`config.mk`:
```
export PLATFORM = sky130hd
export DESIGN_NAME = mul_seq_ctrl_flat
export DESIGN_NICKNAME = d
export VERILOG_FILES = /design/src/rtl/mul_seq_ctrl_if.sv /design/src/rtl/mul_seq_ctrl.sv /design/src/flat_wrapper.sv
export SDC_FILE = /design/constraint.sdc
export NUM_CORES = 1
export LEC_CHECK = 0
export ABC_CLOCK_PERIOD_IN_PS = 1400
export CAP_MARGIN = 20
export CORE_ASPECT_RATIO = 1.4
export CORE_MARGIN = 8
export CORE_UTILIZATION = 40
export CTS_BUF_LIST = sky130_fd_sc_hd__clkbuf_2 sky130_fd_sc_hd__clkbuf_4 sky130_fd_sc_hd__clkbuf_8
export DETAILED_ROUTE_END_ITERATION = 6
export MAX_ROUTING_LAYER = met4
export PLACE_DENSITY = 0.78
export SYNTH_ARGS = -nofsm -noshare
export SYNTH_HDL_FRONTEND = slang
export SYNTH_SLANG_ARGS = --single-unit
```
`constraint.sdc`:
```
create_clock -name clk -period 1.4 [get_ports clk]
set_clock_uncertainty 0.15 [all_clocks]
set_input_delay 0.28 -clock clk [delete_from_list [all_inputs] [get_ports clk]]
set_output_delay 0.28 -clock clk [all_outputs]
set_load 0.005 [all_outputs]
```
`src/rtl/mul_seq_ctrl_if.sv`:
```
// rtl/mul_seq_ctrl_if.sv - handshake and multiplier bus bundle for mul_seq_ctrl
//
// Purpose: groups the upstream operand stream, the multiplier-side signals and
// the downstream product stream into one bundle.
//   slave  modport : the controller (mul_seq_ctrl) side
//   master modport : the environment side (operand source, multiplier, sink)
// Signals:
//   in_valid/in_ready/in_a/in_b  operand pair handshake
//   mul_a/mul_b/mul_start/mul_y  multiplier operands, start pulse, product
//   out_valid/out_ready/out_y    product handshake
//   busy                         controller not idle
interface mul_seq_ctrl_if #(
    parameter int N = 4
);
    logic           in_valid;
    logic           in_ready;
    logic [N-1:0]   in_a;
    logic [N-1:0]   in_b;
    logic [N-1:0]   mul_a;
    logic [N-1:0]   mul_b;
    logic           mul_start;
    logic [2*N-1:0] mul_y;
    logic           out_valid;
    logic           out_ready;
    logic [2*N-1:0] out_y;
    logic           busy;

    modport slave (
        input  in_valid, in_a, in_b, mul_y, out_ready,
        output in_ready, mul_a, mul_b, mul_start, out_valid, out_y, busy
    );

    modport master (
        output in_valid, in_a, in_b, mul_y, out_ready,
        input  in_ready, mul_a, mul_b, mul_start, out_valid, out_y, busy
    );
endinterface

```
`src/rtl/mul_seq_ctrl.sv`:
```
// rtl/mul_seq_ctrl.sv - flow-controlled start/wait/capture controller for a sequential multiplier
//
// Purpose: accepts operand pairs, holds them on the multiplier inputs, issues a
// one-cycle start pulse, waits WAIT cycles, captures the 2N-bit product and
// presents it downstream until accepted.
// Ports:
//   clk  - rising-edge clock
//   rst  - asynchronous active-high reset
//   bus  - mul_seq_ctrl_if.slave (operand stream, multiplier bus, product stream, busy)
// Parameters:
//   N    - operand width
//   WAIT - cycles from start pulse until mul_y is valid (>= 1)
// Optional feature: define MUL_SEQ_CTRL_QUEUE_EN to add a one-entry operand
// queue so the next pair can be accepted while a product is in flight.
module mul_seq_ctrl #(
    parameter int N    = 4,
    parameter int WAIT = 5
) (
    input logic          clk,
    input logic          rst,
    mul_seq_ctrl_if.slave bus
);
    localparam int CW = (WAIT > 1) ? $clog2(WAIT) : 1;

    typedef enum logic [1:0] {S_IDLE, S_START, S_WAIT, S_DONE} state_t;

    state_t         state_q, state_d;
    logic [CW-1:0]  cnt_q, cnt_d;
    logic [N-1:0]   mul_a_q, mul_a_d;
    logic [N-1:0]   mul_b_q, mul_b_d;
    logic           mul_start_q;
    logic [2*N-1:0] out_y_q, out_y_d;
    logic           in_ready;
    logic           in_hs;
    logic           out_hs;
    logic           out_valid;

`ifdef MUL_SEQ_CTRL_QUEUE_EN
    logic           q_valid_q, q_valid_d;
    logic [N-1:0]   q_a_q, q_a_d;
    logic [N-1:0]   q_b_q, q_b_d;

    // Outside IDLE the single queue slot is the only place a new pair can go.
    assign in_ready = (state_q == S_IDLE) || !q_valid_q;
`else
    assign in_ready = (state_q == S_IDLE);
`endif

    assign out_valid = (state_q == S_DONE);
    assign in_hs     = bus.in_valid && in_ready;
    assign out_hs    = out_valid && bus.out_ready;

    always_comb begin
        state_d = state_q;
        cnt_d   = cnt_q;
        mul_a_d = mul_a_q;
        mul_b_d = mul_b_q;
        out_y_d = out_y_q;
`ifdef MUL_SEQ_CTRL_QUEUE_EN
        q_valid_d = q_valid_q;
        q_a_d     = q_a_q;
        q_b_d     = q_b_q;
`endif
        case (state_q)
            S_IDLE: begin
                if (in_hs) begin
                    mul_a_d = bus.in_a;
                    mul_b_d = bus.in_b;
                    state_d = S_START;
                end
            end
            S_START: begin
                cnt_d   = CW'(WAIT - 1);
                state_d = S_WAIT;
            end
            S_WAIT: begin
                if (cnt_q == '0) begin
                    out_y_d = bus.mul_y;
                    state_d = S_DONE;
                end else begin
                    cnt_d = cnt_q - 1'b1;
                end
            end
            S_DONE: begin
                if (out_hs) begin
                    state_d = S_IDLE;
`ifdef MUL_SEQ_CTRL_QUEUE_EN
                    // Chain straight into the next operation, skipping IDLE.
                    if (q_valid_q) begin
                        mul_a_d   = q_a_q;
                        mul_b_d   = q_b_q;
                        q_valid_d = 1'b0;
                        state_d   = S_START;
                    end else if (in_hs) begin
                        mul_a_d = bus.in_a;
                        mul_b_d = bus.in_b;
                        state_d = S_START;
                    end
`endif
                end
            end
            default: state_d = S_IDLE;
        endcase
`ifdef MUL_SEQ_CTRL_QUEUE_EN
        // A pair accepted while busy is parked, unless it went straight to the
        // multiplier on the output handshake edge above.
        if (in_hs && (state_q != S_IDLE) && !((state_q == S_DONE) && out_hs)) begin
            q_valid_d = 1'b1;
            q_a_d     = bus.in_a;
            q_b_d     = bus.in_b;
        end
`endif
    end

    always_ff @(posedge clk or posedge rst) begin
        if (rst) begin
            state_q     <= S_IDLE;
            cnt_q       <= '0;
            mul_a_q     <= '0;
            mul_b_q     <= '0;
            mul_start_q <= 1'b0;
            out_y_q     <= '0;
        end else begin
            state_q     <= state_d;
            cnt_q       <= cnt_d;
            mul_a_q     <= mul_a_d;
            mul_b_q     <= mul_b_d;
            // Registered so the pulse coincides exactly with the START state.
            mul_start_q <= (state_d == S_START);
            out_y_q     <= out_y_d;
        end
    end

`ifdef MUL_SEQ_CTRL_QUEUE_EN
    always_ff @(posedge clk or posedge rst) begin
        if (rst) begin
            q_valid_q <= 1'b0;
            q_a_q     <= '0;
            q_b_q     <= '0;
        end else begin
            q_valid_q <= q_valid_d;
            q_a_q     <= q_a_d;
            q_b_q     <= q_b_d;
        end
    end
`endif

    assign bus.in_ready  = in_ready;
    assign bus.mul_a     = mul_a_q;
    assign bus.mul_b     = mul_b_q;
    assign bus.mul_start = mul_start_q;
    assign bus.out_valid = out_valid;
    assign bus.out_y     = out_y_q;
    assign bus.busy      = (state_q != S_IDLE);
endmodule

```
`src/flat_wrapper.sv`:
```
// flat-port wrapper written by rule: the top's interface ports become plain ports
module mul_seq_ctrl_flat 
#(
    parameter int N    = 4,
    parameter int WAIT = 5
)
  (clk, rst, bus_in_valid, bus_in_a, bus_in_b, bus_mul_y, bus_out_ready, bus_in_ready, bus_mul_a, bus_mul_b, bus_mul_start, bus_out_valid, bus_out_y, bus_busy);
  mul_seq_ctrl_if #(.N(N)) bus_i ();
  input logic clk;
  input logic rst;
  input wire logic [$bits(bus_i.in_valid)-1:0] bus_in_valid;
  input wire logic [$bits(bus_i.in_a)-1:0] bus_in_a;
  input wire logic [$bits(bus_i.in_b)-1:0] bus_in_b;
  input wire logic [$bits(bus_i.mul_y)-1:0] bus_mul_y;
  input wire logic [$bits(bus_i.out_ready)-1:0] bus_out_ready;
  output wire logic [$bits(bus_i.in_ready)-1:0] bus_in_ready;
  output wire logic [$bits(bus_i.mul_a)-1:0] bus_mul_a;
  output wire logic [$bits(bus_i.mul_b)-1:0] bus_mul_b;
  output wire logic [$bits(bus_i.mul_start)-1:0] bus_mul_start;
  output wire logic [$bits(bus_i.out_valid)-1:0] bus_out_valid;
  output wire logic [$bits(bus_i.out_y)-1:0] bus_out_y;
  output wire logic [$bits(bus_i.busy)-1:0] bus_busy;
  assign bus_i.in_valid = bus_in_valid;
  assign bus_i.in_a = bus_in_a;
  assign bus_i.in_b = bus_in_b;
  assign bus_i.mul_y = bus_mul_y;
  assign bus_i.out_ready = bus_out_ready;
  assign bus_in_ready = bus_i.in_ready;
  assign bus_mul_a = bus_i.mul_a;
  assign bus_mul_b = bus_i.mul_b;
  assign bus_mul_start = bus_i.mul_start;
  assign bus_out_valid = bus_i.out_valid;
  assign bus_out_y = bus_i.out_y;
  assign bus_busy = bus_i.busy;
  mul_seq_ctrl #(.N(N), .WAIT(WAIT)) u_core (.clk(clk), .rst(rst), .bus(bus_i));
endmodule
```
Figure 1. Zoomed window (run 1).
The bar under the picture is 10 um long. Window x 14 to 44, y 23 to 53 um. Cells in gray, sequential cells in the stronger gray; small squares are vias.
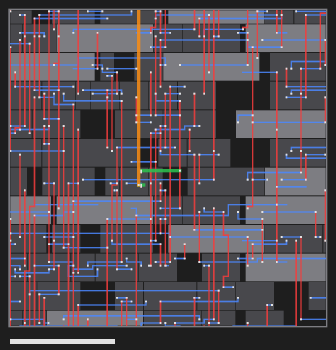
red -> metal 2
orange -> metal 4
blue -> metal 1
green -> metal 3
cells with their middle in the window = 62
most frequent = dfrtp_1 (11), mux2_4 (7), buf_4 (7)
sequential cells in the window = 11
netlist names of flops here include = u_core.bus.out_y (5), u_core.bus.mul_b (3), u_core.cnt_q (2)

Figure 2. I/O nets highlighted (run 1).
The bar under the picture is 20 um long.
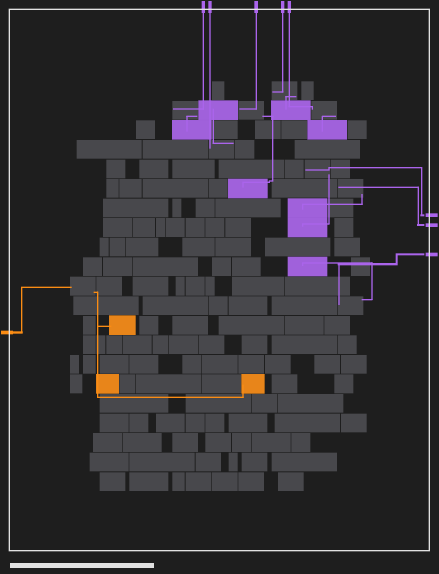
orange -> bus_in_valid  # bits 1, direction input, edge left, end cells 3, buffers 1, wire 53.2 um
purple -> bus_mul_y  # bits 8, direction input, edge 5 top, 3 right, end cells 8, buffers 8, wire 212 um

==> flow_summary.json, run 1 <==
{
  "setup_viol": 22,
  "violations": "negative setup slack",
  "clock-root-buffer": "clkbuf_4",
  "status": "finished with violations",
  "hp-class": "in -> async",
  "cts_buffers": 3,
  "muxShareOfSynthArea": 0.220,
  "gp_congestion": 0.701,
  "dieArea_um2": 4380,
  "synthXorXnorAreaFrac": 0,
  "dr.pass1.iters": 3,
  "max_slew_margin": 0.814,
  "grt_max_degree": 23,
  "synth_top_flop_cell": "dfrtp_1",
  "initCoreUtil": 0.418,
  "nets": 167,
  "n_clock_buffer": 4,
  "cts.clk_slew.worst_paths_ns": 0.12,
  "wirelength_mm": 2.70,
  "p_per_area_nw_per_um2": 2260,
  "worst_slack_ns": -0.227
}
Figure 3. Clock wiring as the flow saved it (run 1).
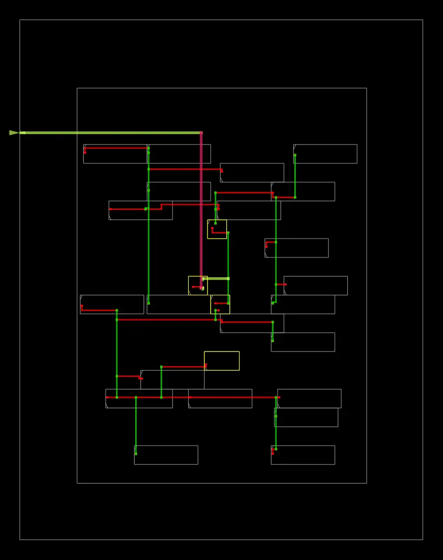
Clk. pwr: 350 uW
FFs & Latches: 22
clk latency late pin: 0.30 ns
total number of clock tree sinks: 22

Figure 4. Routed metal, one color a layer (run 1).
Two of the layers only.
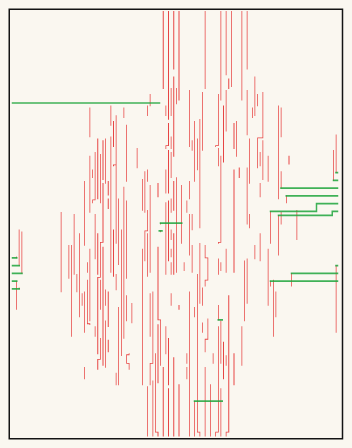
green -> metal 3  # wire length 104 um
red -> metal 2  # wire length 1510 um

## run 1: worst paths after layout
check / from / cells after the start / slack, ns / endpoint
hold / removal: rst / 3 / 0.14 / u_core.bus.mul_a[0]
min in group clk: u_core.bus.out_y[2] / 1 / 0.38 / u_core.bus.out_y[2]
setup reg to reg: u_core.state_q[0] / 6 / -0.23 / u_core.bus.out_y[5]
max in group asynchronous: rst / 3 / 0.72 / u_core.state_q[0]
hold reg to reg: u_core.bus.out_y[2] / 1 / 0.38 / u_core.bus.out_y[2]
setup / recovery: u_core.state_q[0] / 6 / -0.23 / u_core.bus.out_y[5]
## run 1: registers in the layout, summed over array words and instances (netlist names)
register	count
u_core.bus.out_y	8
u_core.cnt_q	3
u_core.state_q	2
u_core.bus.mul_start	1
u_core.bus.mul_b	4
u_core.bus.mul_a	4
## run 1: cell usage in the layout (no fill, tap or decap), types with 3 or more instances in the layout
master	n
inv_2	3
clkdlybuf4s15_1	14
buf_6	8
buf_4	23
clkbuf_2	3
buf_2	3
dfrtp_1	21
inv_1	3
mux2_4	16
clkdlybuf4s50_1	19
clkbuf_4	3
## run 1: power by group
part	total [uW]	switching (uW)	internal, uW
registers	1140	188	954
logic	2530	859	1680
clock network	350	192	158
## run 1: routing by layer
| metal | GRT usage | vias up | part of all wire |
|---|---|---|---|
| li1 | - | 390 | - |
| met1 | 0.145 | 403 | 0.39 |
| met2 | 0.205 | 19 | 0.56 |
| met3 | 0.0325 | 4 | 0.039 |
| met4 | 0.0492 | 0 | 0.013 |
| met5 | - | - | 0 |
## run 1: worst min-delay path, cell delays in order
cell             delay, ns
clkdlybuf4s50_1       0.40
inv_1                 0.05
buf_4                 0.27
## run 1: timing repair
item,in CTS,in global routing
resized,57,21
setup endpoints to repair,40,39
pin swaps,5,4
gates cloned,1,0
setup buffers,12,10
==> run 2, diff against run 1 <==
CELL_PAD_IN_SITES_DETAIL_PLACEMENT = 0   (was default)
CELL_PAD_IN_SITES_GLOBAL_PLACEMENT = 2   (was default)
CORE_UTILIZATION = 25   (was 40)
PLACE_DENSITY = default   (was 0.78)
PLACE_DENSITY_LB_ADDON = 0.1   (was default)
Figure 5. Routed metal, one color a layer (run 2).
Two of the layers only.
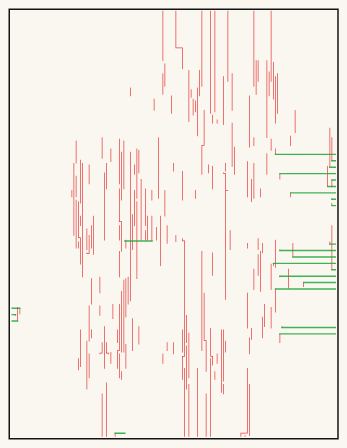
red -> metal 2  # wire length 1250 um
green -> metal 3  # wire length 141 um

==> flow_summary.json, run 2 <==
{
  "status": "finished with violations",
  "violations": "negative setup slack",
  "dieArea_um2": 6310,
  "fin_area_um2": 1830,
  "hp-class": "in -> async",
  "yosys_cells": 71,
  "grtUsageMet3": 0.0143,
  "grt-busiest-layer": "met2",
  "post-route-period-util": 1.11,
  "dr.pass1.iters": 4,
  "mostFrequentLayoutCell": "dfrtp_1",
  "clock-root-buffer": "clkbuf_8",
  "largest_reg_flops": 8,
  "nets": 163,
  "first_global_vias": 890,
  "fillers": 350,
  "worstRegToRegCells": 5,
  "met1_length_mm": 1.25,
  "cts_buffers": 3,
  "whs_ns": 0.186,
  "r2r-end": "u_core.bus.mul_a[2]",
  "grt_overflow": 0,
  "grt_max_degree": 23,
  "gp_congestion": 0.726,
  "lay_top_cells": "dfrtp_1, clkdlybuf4s50_1, dlygate4sd2_1, buf_4, mux2_4",
  "synthArstFlopShare": 1.00,
  "worst_slack_ns": -0.155,
  "worst_pin_slew_ns": 0.191,
  "wirelength_mm": 2.68,
  "r2r_setup_slack_ns": -0.15,
  "clock_latency_ns": 0.26,
  "use_met2": 0.139,
  "routed-wl-met3_um": 141,
  "worst-setup-path-type": "reg -> reg",
  "routed.top_layer": "met4",
  "max_slew_margin": 0.872,
  "grtUsageMet1": 0.105,
  "cp-start-kind": "flop",
  "wl_met2_mm": 1.25,
  "cts.clk_slew.worst_paths_ns": 0.09,
  "required_ns": 1.40,
  "setup_viol": 22,
  "p_per_area_nw_per_um2": 2290,
  "irDropWorstVdd_mv": 0.971,
  "rr_startpoint": "u_core.state_q[0]",
  "synth_top_flop_cell": "dfrtp_1",
  "initCoreUtil": 0.257,
  "clock-sinks": 22,
  "ys_seq_frac": 0.551
}
Figure 6. Signal wires on met1 (run 2).
Supply wires on this layer in gray.
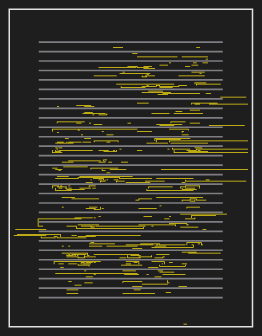
main direction = horizontal
wire length on this layer = 1250 um

[run 2: worst max-delay path, stage by stage, from the launching register on]
cell and delay (ns):
dfrtp_2 0.44, nor2_4 0.14, buf_6 0.11, buf_6 0.09, and2_4 0.20, mux2_4 0.31
[run 2: cell families after synthesis]
logic type,after synthesis,synth area share
DFF,22,0.551
muxes,17,0.220
and+or+nand+nor,12,0.0839
AOI/OAI and AO/OA,9,0.0638
buffers and inverters,9,0.0563
adders and majority gates,2,0.0250
[run 2: what timing repair did]
item                                    4_1_cts  5_1_grt
gates resized                                47       12
endpoints found under the setup margin       40       23
setup buffers                                13        4
cloned                                        1        0
pin swaps                                     5        5
[run 2: layout make-up]
type                            count  area, um2  share of cell area
Sequential cell                    22        552               0.302
Tap cell                           43       53.8              0.0295
Clock buffer                        3       41.3              0.0226
Multi-Input combinational cell     41        497               0.272
Inverter                            6       22.5              0.0123
Timing Repair Buffer               67        629               0.345
Clock inverter                      1       30.0              0.0164
[run 2: worst max-delay path by stage]
| stage | start | to | cells past startpoint |
|---|---|---|---|
| floorplan | u_core.state_q[0] | u_core.bus.mul_a[0] | 5 |
| global placement | bus_in_valid | u_core.bus.mul_a[1] | 3 |
| detailed placement | bus_in_valid | u_core.bus.mul_a[3] | 3 |
| CTS | u_core.state_q[0] | bus_out_valid | 4 |
| global route | u_core.state_q[0] | u_core.bus.mul_a[3] | 5 |
| finish | u_core.state_q[0] | u_core.bus.mul_a[2] | 5 |
[run 2: report_power, final]
| group | switching, uW | total (uW) | internal (uW) |
|---|---|---|---|
| Combinational | 847 | 2450 | 1610 |
| Sequential | 173 | 1130 | 956 |
| Clock | 208 | 589 | 382 |
No activity file was given, so power comes from the tool's default toggle rates.
